File: config.mk
export PLATFORM = sky130hd
export DESIGN_NAME = master_tx_sequencer_flat
export DESIGN_NICKNAME = d
export VERILOG_FILES = /design/src/rtl/master_tx_sequencer_pkg.sv /design/src/rtl/master_tx_sequencer_if.sv /design/src/rtl/master_tx_sequencer_tx_gap_timer.sv /design/src/rtl/master_tx_sequencer.sv /design/src/flat_wrapper.sv
export SDC_FILE = /design/constraint.sdc
export NUM_CORES = 1
export LEC_CHECK = 0
export CAP_MARGIN = 30
export CORE_MARGIN = 4
export CORE_UTILIZATION = 48
export DETAILED_ROUTE_END_ITERATION = 7
export GPL_TIMING_DRIVEN = 0
export PLACE_DENSITY = 0.77
export REMOVE_ABC_BUFFERS = 1
export SLEW_MARGIN = 20
export SYNTH_ARGS = -nofsm -noshare
export SYNTH_HDL_FRONTEND = slang
export SYNTH_SLANG_ARGS = --single-unit
File: constraint.sdc
create_clock -name clk -period 2.74 [get_ports clk]
set_input_delay 0.685 -clock clk [delete_from_list [all_inputs] [get_ports clk]]
set_output_delay 0.685 -clock clk [all_outputs]
set_load 0.05 [all_outputs]
File: src/rtl/master_tx_sequencer_pkg.sv
// Shared encodings for the transaction sequencer and its slave-side counterpart.
// Latency: n/a (types, constants and a pure word-select helper only).
// Backpressure: n/a.
package master_tx_sequencer_pkg;

    // FSM state encoding, also exported on state_out for LED/debug display
    typedef enum logic [3:0] {
        ST_IDLE   = 4'd0,
        ST_LOAD   = 4'd1,
        ST_SEND   = 4'd2,
        ST_WAIT   = 4'd3,
        ST_GAP    = 4'd4,
        ST_FINISH = 4'd5,
        ST_ERROR  = 4'd6
    } seq_state_t;

    typedef enum logic [1:0] {
        OP_ADD  = 2'b00,
        OP_SUB  = 2'b01,
        OP_MULT = 2'b10,
        OP_RSVD = 2'b11
    } opcode_t;

    // Word positions inside one transaction; 0 means no word in flight
    localparam logic [1:0] WORD_NONE     = 2'd0;
    localparam logic [1:0] WORD_OPCODE   = 2'd1;
    localparam logic [1:0] WORD_OPERAND1 = 2'd2;
    localparam logic [1:0] WORD_OPERAND2 = 2'd3;

    // Payload of word idx for a given opcode/operand set
    function automatic logic [31:0] word_sel(input logic [1:0]  idx,
                                             input logic [1:0]  op,
                                             input logic [31:0] a,
                                             input logic [31:0] b);
        logic [31:0] w;
        case (idx)
            WORD_OPCODE:   w = {30'b0, op};
            WORD_OPERAND1: w = a;
            WORD_OPERAND2: w = b;
            default:       w = 32'b0;
        endcase
        return w;
    endfunction

endpackage

File: src/rtl/master_tx_sequencer_if.sv
// Word handshake between the sequencer and the I2C master engine.
// Latency: tx_start is a one-cycle request; tx_done/tx_nack answer it any number of cycles later.
// Backpressure: the sequencer holds tx_data and issues nothing new until tx_done returns.
interface master_tx_sequencer_if;
    logic [31:0] tx_data;
    logic        tx_start;
    logic        tx_done;
    logic        tx_nack;

    modport master (output tx_data, output tx_start, input tx_done, input tx_nack);
    modport slave  (input tx_data, input tx_start, output tx_done, output tx_nack);
endinterface

File: src/rtl/master_tx_sequencer_tx_gap_timer.sv
// Down-counter shared by the inter-word gap and the per-word tx_done timeout.
// Latency: expire is high in the last counted cycle, load_val cycles after the load edge.
// Backpressure: none; load always wins over counting.
module tx_gap_timer #(
    parameter int unsigned W = 32
) (
    input  logic         clk,
    input  logic         rst_n,
    input  logic         load,
    input  logic [W-1:0] load_val,
    output logic         expire
);

    logic [W-1:0] cnt;

    // Reload on request, otherwise count down and park at zero
    always_ff @(posedge clk or negedge rst_n) begin
        if (!rst_n) begin
            cnt <= '0;
        end else if (load) begin
            cnt <= load_val;
        end else if (cnt != '0) begin
            cnt <= cnt - W'(1);
        end
    end

    // A count of 1 is the final cycle of the window; 0 means already elapsed
    assign expire = (cnt <= W'(1));

endmodule

File: src/rtl/master_tx_sequencer.sv
// Sends a 3-word transaction (opcode, operand1, operand2) to an I2C master; optional TX_RETRY_EN resends NACKed words.
// Latency: first tx_start in the third cycle counting the start cycle; GAP_CYCLES idle cycles (min 1) between words.
// Backpressure: one word outstanding; waits up to TIMEOUT_CYCLES for tx_done, start ignored while busy.
module master_tx_sequencer #(
    parameter int unsigned GAP_CYCLES     = 16,
    parameter int unsigned TIMEOUT_CYCLES = 65535,
    parameter int unsigned MAX_RETRY      = 2
) (
    input  logic                         clk,
    input  logic                         rst_n,
    input  logic                         start,
    input  logic [1:0]                   opcode,
    input  logic [31:0]                  operand1,
    input  logic [31:0]                  operand2,
    master_tx_sequencer_if.master        tx,
    output logic                         busy,
    output logic                         done,
    output logic                         err,
    output logic [1:0]                   word_idx,
    output logic [3:0]                   state_out
);
    import master_tx_sequencer_pkg::*;

    // A zero-length window still occupies one cycle of the FSM
    localparam logic [31:0] GAP_LOAD     = (GAP_CYCLES == 0) ? 32'd1 : 32'(GAP_CYCLES);
    localparam logic [31:0] TIMEOUT_LOAD = (TIMEOUT_CYCLES == 0) ? 32'd1 : 32'(TIMEOUT_CYCLES);

    seq_state_t  state;
    logic [1:0]  opcode_q;
    logic [31:0] operand1_q;
    logic [31:0] operand2_q;
    logic        tmr_load;
    logic [31:0] tmr_val;
    logic        tmr_expire;
    logic        retry_ok;

    // Timeout window opens with tx_start (entry to SEND); gap window opens on an ACK
    always_comb begin
        tmr_load = (state == ST_LOAD) || ((state == ST_WAIT) && tx.tx_done);
        tmr_val  = ((state == ST_LOAD) || tx.tx_nack) ? TIMEOUT_LOAD : GAP_LOAD;
    end

    tx_gap_timer #(.W(32)) u_timer (
        .clk      (clk),
        .rst_n    (rst_n),
        .load     (tmr_load),
        .load_val (tmr_val),
        .expire   (tmr_expire)
    );

`ifdef TX_RETRY_EN
    logic [31:0] retry_cnt;

    // Resends used on the current word; cleared each time a new word is loaded
    always_ff @(posedge clk or negedge rst_n) begin
        if (!rst_n) begin
            retry_cnt <= '0;
        end else if (state == ST_LOAD) begin
            retry_cnt <= '0;
        end else if ((state == ST_WAIT) && tx.tx_done && tx.tx_nack && retry_ok) begin
            retry_cnt <= retry_cnt + 32'd1;
        end
    end

    assign retry_ok = (retry_cnt < 32'(MAX_RETRY));
`else
    // Without retries every NACK is fatal; MAX_RETRY has no effect in this build
    logic unused_max_retry;
    assign unused_max_retry = |32'(MAX_RETRY);
    assign retry_ok         = 1'b0;
`endif

    // Main sequencer: outputs are registered together with the transition into the state that owns them
    always_ff @(posedge clk or negedge rst_n) begin
        if (!rst_n) begin
            state       <= ST_IDLE;
            opcode_q    <= '0;
            operand1_q  <= '0;
            operand2_q  <= '0;
            tx.tx_data  <= '0;
            tx.tx_start <= 1'b0;
            done        <= 1'b0;
            err         <= 1'b0;
            word_idx    <= WORD_NONE;
        end else begin
            tx.tx_start <= 1'b0;
            done        <= 1'b0;
            case (state)
                ST_IDLE: begin
                    if (start) begin
                        opcode_q   <= opcode;
                        operand1_q <= operand1;
                        operand2_q <= operand2;
                        err        <= 1'b0;
                        word_idx   <= WORD_OPCODE;
                        tx.tx_data <= word_sel(WORD_OPCODE, opcode, operand1, operand2);
                        state      <= ST_LOAD;
                    end
                end
                ST_LOAD: begin
                    tx.tx_start <= 1'b1;
                    state       <= ST_SEND;
                end
                ST_SEND: begin
                    state <= ST_WAIT;
                end
                ST_WAIT: begin
                    if (tx.tx_done) begin
                        if (!tx.tx_nack) begin
                            done  <= (word_idx == WORD_OPERAND2);
                            state <= (word_idx == WORD_OPERAND2) ? ST_FINISH : ST_GAP;
                        end else if (retry_ok) begin
                            tx.tx_start <= 1'b1;
                            state       <= ST_SEND;
                        end else begin
                            err   <= 1'b1;
                            state <= ST_ERROR;
                        end
                    end else if (tmr_expire) begin
                        err   <= 1'b1;
                        state <= ST_ERROR;
                    end
                end
                ST_GAP: begin
                    if (tmr_expire) begin
                        word_idx   <= word_idx + 2'd1;
                        tx.tx_data <= word_sel(word_idx + 2'd1, opcode_q, operand1_q, operand2_q);
                        state      <= ST_LOAD;
                    end
                end
                ST_FINISH: begin
                    word_idx <= WORD_NONE;
                    state    <= ST_IDLE;
                end
                ST_ERROR: begin
                    word_idx <= WORD_NONE;
                    state    <= ST_IDLE;
                end
                default: begin
                    state <= ST_IDLE;
                end
            endcase
        end
    end

    assign busy      = (state != ST_IDLE);
    assign state_out = state;

endmodule

File: src/flat_wrapper.sv
// flat-port wrapper written by rule: the top's interface ports become plain ports
module master_tx_sequencer_flat import master_tx_sequencer_pkg::*;
#(
    parameter int unsigned GAP_CYCLES     = 16,
    parameter int unsigned TIMEOUT_CYCLES = 65535,
    parameter int unsigned MAX_RETRY      = 2
)
  (clk, rst_n, start, opcode, operand1, operand2, busy, done, err, word_idx, state_out, tx_tx_data, tx_tx_start, tx_tx_done, tx_tx_nack);
  master_tx_sequencer_if tx_i ();
  input  logic clk;
  input  logic rst_n;
  input  logic start;
  input  logic [1:0] opcode;
  input  logic [31:0] operand1;
  input  logic [31:0] operand2;
  output logic busy;
  output logic done;
  output logic err;
  output logic [1:0] word_idx;
  output logic [3:0] state_out;
  output wire logic [$bits(tx_i.tx_data)-1:0] tx_tx_data;
  output wire logic [$bits(tx_i.tx_start)-1:0] tx_tx_start;
  input wire logic [$bits(tx_i.tx_done)-1:0] tx_tx_done;
  input wire logic [$bits(tx_i.tx_nack)-1:0] tx_tx_nack;
  assign tx_tx_data = tx_i.tx_data;
  assign tx_tx_start = tx_i.tx_start;
  assign tx_i.tx_done = tx_tx_done;
  assign tx_i.tx_nack = tx_tx_nack;
  master_tx_sequencer #(.GAP_CYCLES(GAP_CYCLES), .TIMEOUT_CYCLES(TIMEOUT_CYCLES), .MAX_RETRY(MAX_RETRY)) u_core (.clk(clk), .rst_n(rst_n), .start(start), .opcode(opcode), .operand1(operand1), .operand2(operand2), .tx(tx_i), .busy(busy), .done(done), .err(err), .word_idx(word_idx), .state_out(state_out));
endmodule
### The metal 2 layer, run 1

Cells faint in the background.
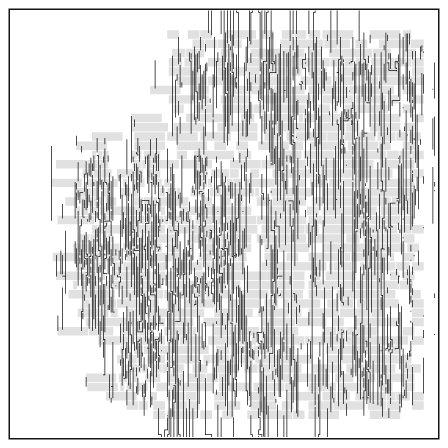
share of all routed wire: 51%
main direction: vertical
nets with wire on the layer: 682
Global Route met2 Usage: 0.370
total number of vias: 5026
total wire length: 17000 um

### Sizing map, run 1

The bar under the picture is 50 um long.
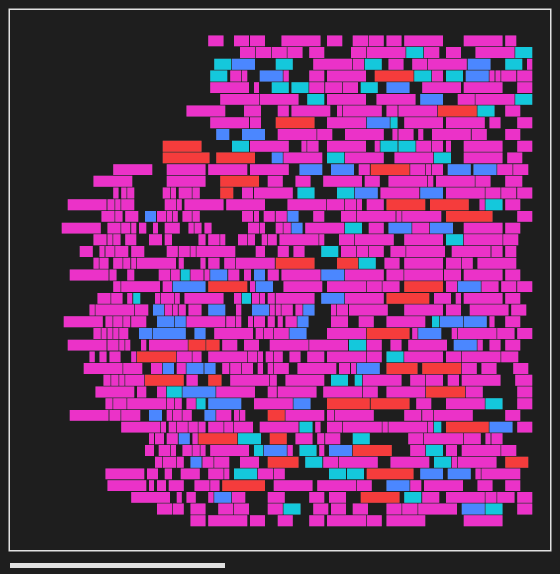
[x2] cyan | cells: 54
[x3 and x4] blue | cells: 62
[x6 and larger] red | cells: 38
[x1 and smaller] magenta | cells: 545
worst-case setup margin in the final layout: -0.0218 ns
number of ordinary and repair buffers in the finished layout: 139

==> run notes, run 1 <==
- # Taps: 176
- Clock Path Buffers: 2
- Boundary Pins: 113
- worst-case setup margin in the final layout: -0.0218 ns
- YS chip area: 6630 um2
- vias in the first global route: 5334
- final core utilization: 0.663
- number of DRC violations after detailed routing: 0
- combinational gate power: 3270 uW
- number of instances in the placed design: 827
- inverters: 9
- first-pass GRT wire length: 27400 um
- number of clock sinks: 138
- total of warnings raised by yosys: 0
- Placed Instance Area: 8050 um2
- critical path fanouts, max: 6
- post-route cell area: 8880 um2
- average wire per cell in the routed design: 19.5 um
- effective utilization at floorplan: 0.494
- leading power group: sequential cells
- die boundary height: 125 um
- outcome: finished with violations
- sw frac: 0.355
- Largest stage delay, worst path: 0.60 ns
- Seq. pwr: 3320 uW
- Non-clock buffers, area share: 0.170
- buffer type at the clock tree root: sky130_fd_sc_hd__clkbuf_16
- Slowest-stage cell, CP: sky130_fd_sc_hd__or4_4
- Tmin final: 2.76 ns
- all-layer global routing usage: 0.215
- estimated wirelength of the detail-placed design: 10900 um
- area taken by flip-flops and latches: 3450 um2
- Top Layout Cells: sky130_fd_sc_hd__dfrtp_1, sky130_fd_sc_hd__clkdlybuf4s50_1, sky130_fd_sc_hd__nor2_1
- pre-CTS worst setup slack: -0.757 ns
- Top cell excl fill/tap: sky130_fd_sc_hd__dfrtp_1
- met3 WL: 1030 um
- most frequent cells after synthesis: sky130_fd_sc_hd__dfrtp_1, sky130_fd_sc_hd__nor2_1, sky130_fd_sc_hd__mux2_2
- critical-path cell list: or4_4 -> or4_4 -> nor4_4 -> a31oi_4 -> clkbuf_16 -> buf_16 -> mux2_4
- combined area of all synthesized cells: 6630 um2
- Rows: 42
- Internal Power: 5770 uW
- growth of design area from synthesis to finish: 34.0%
- Seq share, synth: 0.521
- Max Fclk: 362 MHz
- area share of the largest cell type after synthesis: 0.521
- Top Family by Delay on Critical Path: simple AND/OR/NAND/NOR gates
- gate count of the mapped netlist: 563
- Die Width: 125 um
- TritonCTS Buffers: 17
- failing checks: negative setup slack
- #MultiIn Comb: 381
- number of endpoints failing setup at the final stage: 17
- critical path arrival: 3.06 ns
- post-synthesis xor/xnor area fraction: 0.00661
- fraction of registers with async set or reset after synthesis: 1.00
- fraction of standard cell area in multi-input logic: 0.344
- routability cong.: 0.844
- library cell occupying the most area in the post-synthesis netlist: sky130_fd_sc_hd__dfrtp_1
- fraction of power consumed by the clock network: 0.263
- Seq/total area: 0.389
- proportion of synthesized area in mux cells: 0.190
- largest net degree at the start of global routing: 93
### Routed metal, one color a layer, run 1

Two of the layers only.
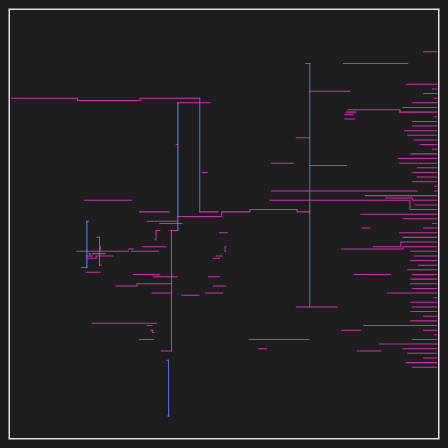
[M4] blue | wire length: 216 um
[M3] magenta | wire length: 1030 um

run 1: final timing paths:
kind / from / endpoint / slack [ns]
worst max-delay path: u_core.u_timer.cnt[26] / u_core.tx.tx_data[29] / -0.02
worst min-delay path: rst_n / u_core.operand2_q[11] / 0.16
worst max register to register: u_core.u_timer.cnt[26] / u_core.tx.tx_data[29] / -0.02
worst min register to register: u_core.operand2_q[20] / u_core.operand2_q[20] / 0.49
max in group asynchronous: rst_n / u_core.operand1_q[3] / 1.82
min in group clk: u_core.operand2_q[20] / u_core.operand2_q[20] / 0.49
run 1: what timing repair did:
item	4_1_cts	5_1_grt
gates cloned	0	2
pin swaps	5	5
setup buffers	7	8
setup endpoints to repair	54	45
resized	9	5
### The clock network, run 1

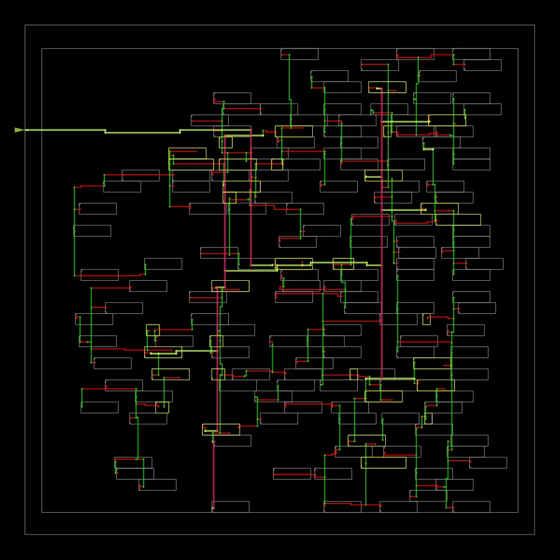

--- run 2 (diff from run 1) ---
--- a/config.mk
+++ b/config.mk
@@ -7,10 +7,10 @@
 export LEC_CHECK = 0
 export CAP_MARGIN = 30
 export CORE_MARGIN = 4
-export CORE_UTILIZATION = 48
+export CORE_UTILIZATION = 49
 export DETAILED_ROUTE_END_ITERATION = 7
 export GPL_TIMING_DRIVEN = 0
-export PLACE_DENSITY = 0.77
+export PLACE_DENSITY = 0.76
 export REMOVE_ABC_BUFFERS = 1
 export SLEW_MARGIN = 20
 export SYNTH_ARGS = -nofsm -noshare
==> constraint.sdc (replaced) <==
create_clock -name clk -period 3.2 [get_ports clk]
set_input_delay 0.8 -clock clk [delete_from_list [all_inputs] [get_ports clk]]
set_output_delay 0.8 -clock clk [all_outputs]
set_load 0.05 [all_outputs]
### The clock network, run 2

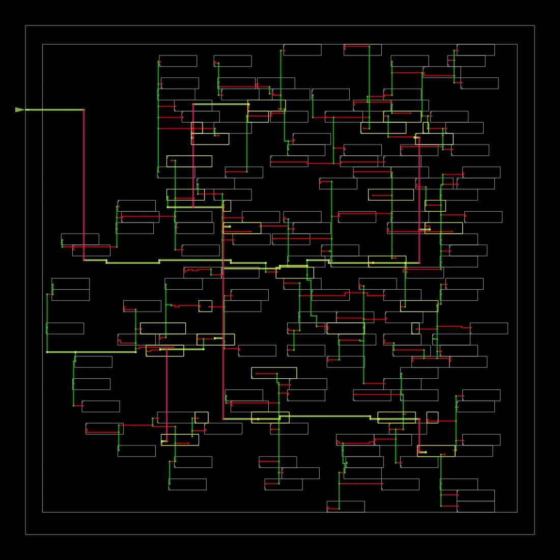
layout sequential cell count: 138
final worst clock skew: 0.00734 ns

==> run notes, run 2 <==
- outcome: finished clean
- termination of the worst setup path: u_core.tx.tx_data[2]
- area share of the largest cell type after synthesis: 0.521
- library cell occupying the most area in the post-synthesis netlist: sky130_fd_sc_hd__dfrtp_1
- most frequent cells after synthesis: sky130_fd_sc_hd__dfrtp_1, sky130_fd_sc_hd__nor2_1, sky130_fd_sc_hd__mux2_2
- number of ordinary and repair buffers in the finished layout: 121
- buffer type at the clock tree root: sky130_fd_sc_hd__clkbuf_16
- Max Fclk: 334 MHz
- effective utilization at floorplan: 0.500
- number of DRC violations after detailed routing: 0
- # Taps: 176
- Top Layout Cells: sky130_fd_sc_hd__dfrtp_1, sky130_fd_sc_hd__clkdlybuf4s50_1, sky130_fd_sc_hd__nor2_1
- sw frac: 0.342
- proportion of synthesized area in mux cells: 0.190
- YS chip area: 6630 um2
- Boundary Pins: 113
- growth of design area from synthesis to finish: 30.5%
- largest net degree at the start of global routing: 104
- first-pass GRT wire length: 26900 um
- fraction of registers with async set or reset after synthesis: 1.00
- layer with the highest usage after global routing: met2
- Clock Path Buffers: 2
- Largest stage delay, worst path: 0.61 ns
- all-layer global routing usage: 0.213
- average wire per cell in the routed design: 18.7 um
- cell depth of the worst setup path: 7
- Rows: 42
- post-synthesis xor/xnor area fraction: 0.00661
- Seq/total area: 0.400
- Slowest-stage cell, CP: sky130_fd_sc_hd__or4_4
- pre-CTS worst setup slack: -0.180 ns
- Global Route met2 Usage: 0.349
- Seq share, synth: 0.521
- total of warnings raised by yosys: 0
- buffers inserted during post-CTS setup optimization: 1
- number of clock sinks: 138
- R2R setup slack: 0.20 ns
- clock edge transition at the registers on the reported setup and hold paths: 0.06 ns
- Die Width: 124 um
- critical path arrival: 3.30 ns
- Top Family by Delay on Critical Path: simple AND/OR/NAND/NOR gates
- fraction of power consumed by the clock network: 0.282
- critical-path cell list: or4_4 -> or4_4 -> nor4_4 -> a31oi_4 -> buf_16 -> buf_16 -> mux2_4
- Internal Power: 5010 uW
- area taken by flip-flops and latches: 3450 um2
- inverters: 9
- worst-case setup margin in the final layout: 0.204 ns
- vias in the first global route: 5090
- #MultiIn Comb: 381
- gate count of the mapped netlist: 563
- Non-clock buffers, area share: 0.149
- count of cells resized by post-cts repair: 0
- number of endpoints failing setup at the final stage: 0
- final core utilization: 0.653
- total number of warnings across the stage logs: 33
- critical path startpoint: u_core.u_timer.cnt[18]
- endpoint of the lowest-slack register-to-register path: u_core.tx.tx_data[2]
- fraction of standard cell area in multi-input logic: 0.347
- Tmin final: 3.00 ns
- total wire length: 16000 um
- TritonCTS Buffers: 17
- die boundary height: 124 um
- synthesized-area fraction occupied by and/or/nand/nor cells: 0.124
- Worst IR Drop VDD: 0.408 mV
- combinational gate power: 2630 uW
- estimated wirelength of the detail-placed design: 10500 um
- CTS tree: yes
- critical path fanouts, max: 13
==> run 2: layer usage <==
| metal | share of wire | vias up |
|---|---|---|
| li1 | - | 2284 |
| met1 | 0.43 | 2537 |
| met2 | 0.49 | 181 |
| met3 | 0.059 | 21 |
| met4 | 0.013 | 0 |
| met5 | 0 | - |
==> run 2: per-stage QoR <==
stage	instance area [um2]	setup TNS [ns]	instances	total power, uW	hold slack (ns)
floorplan	6450	-209.28	528	4600	0.458
detailed placement	7990	-2.30	824	5460	0.476
CTS	8640	0	856	7660	0.239
global placement	7790	-919.33	815	5260	0.468
finish	8640	0	856	7610	0.248
global route	8640	0	856	8040	0.245
Power is estimated from default activity; no workload was simulated.
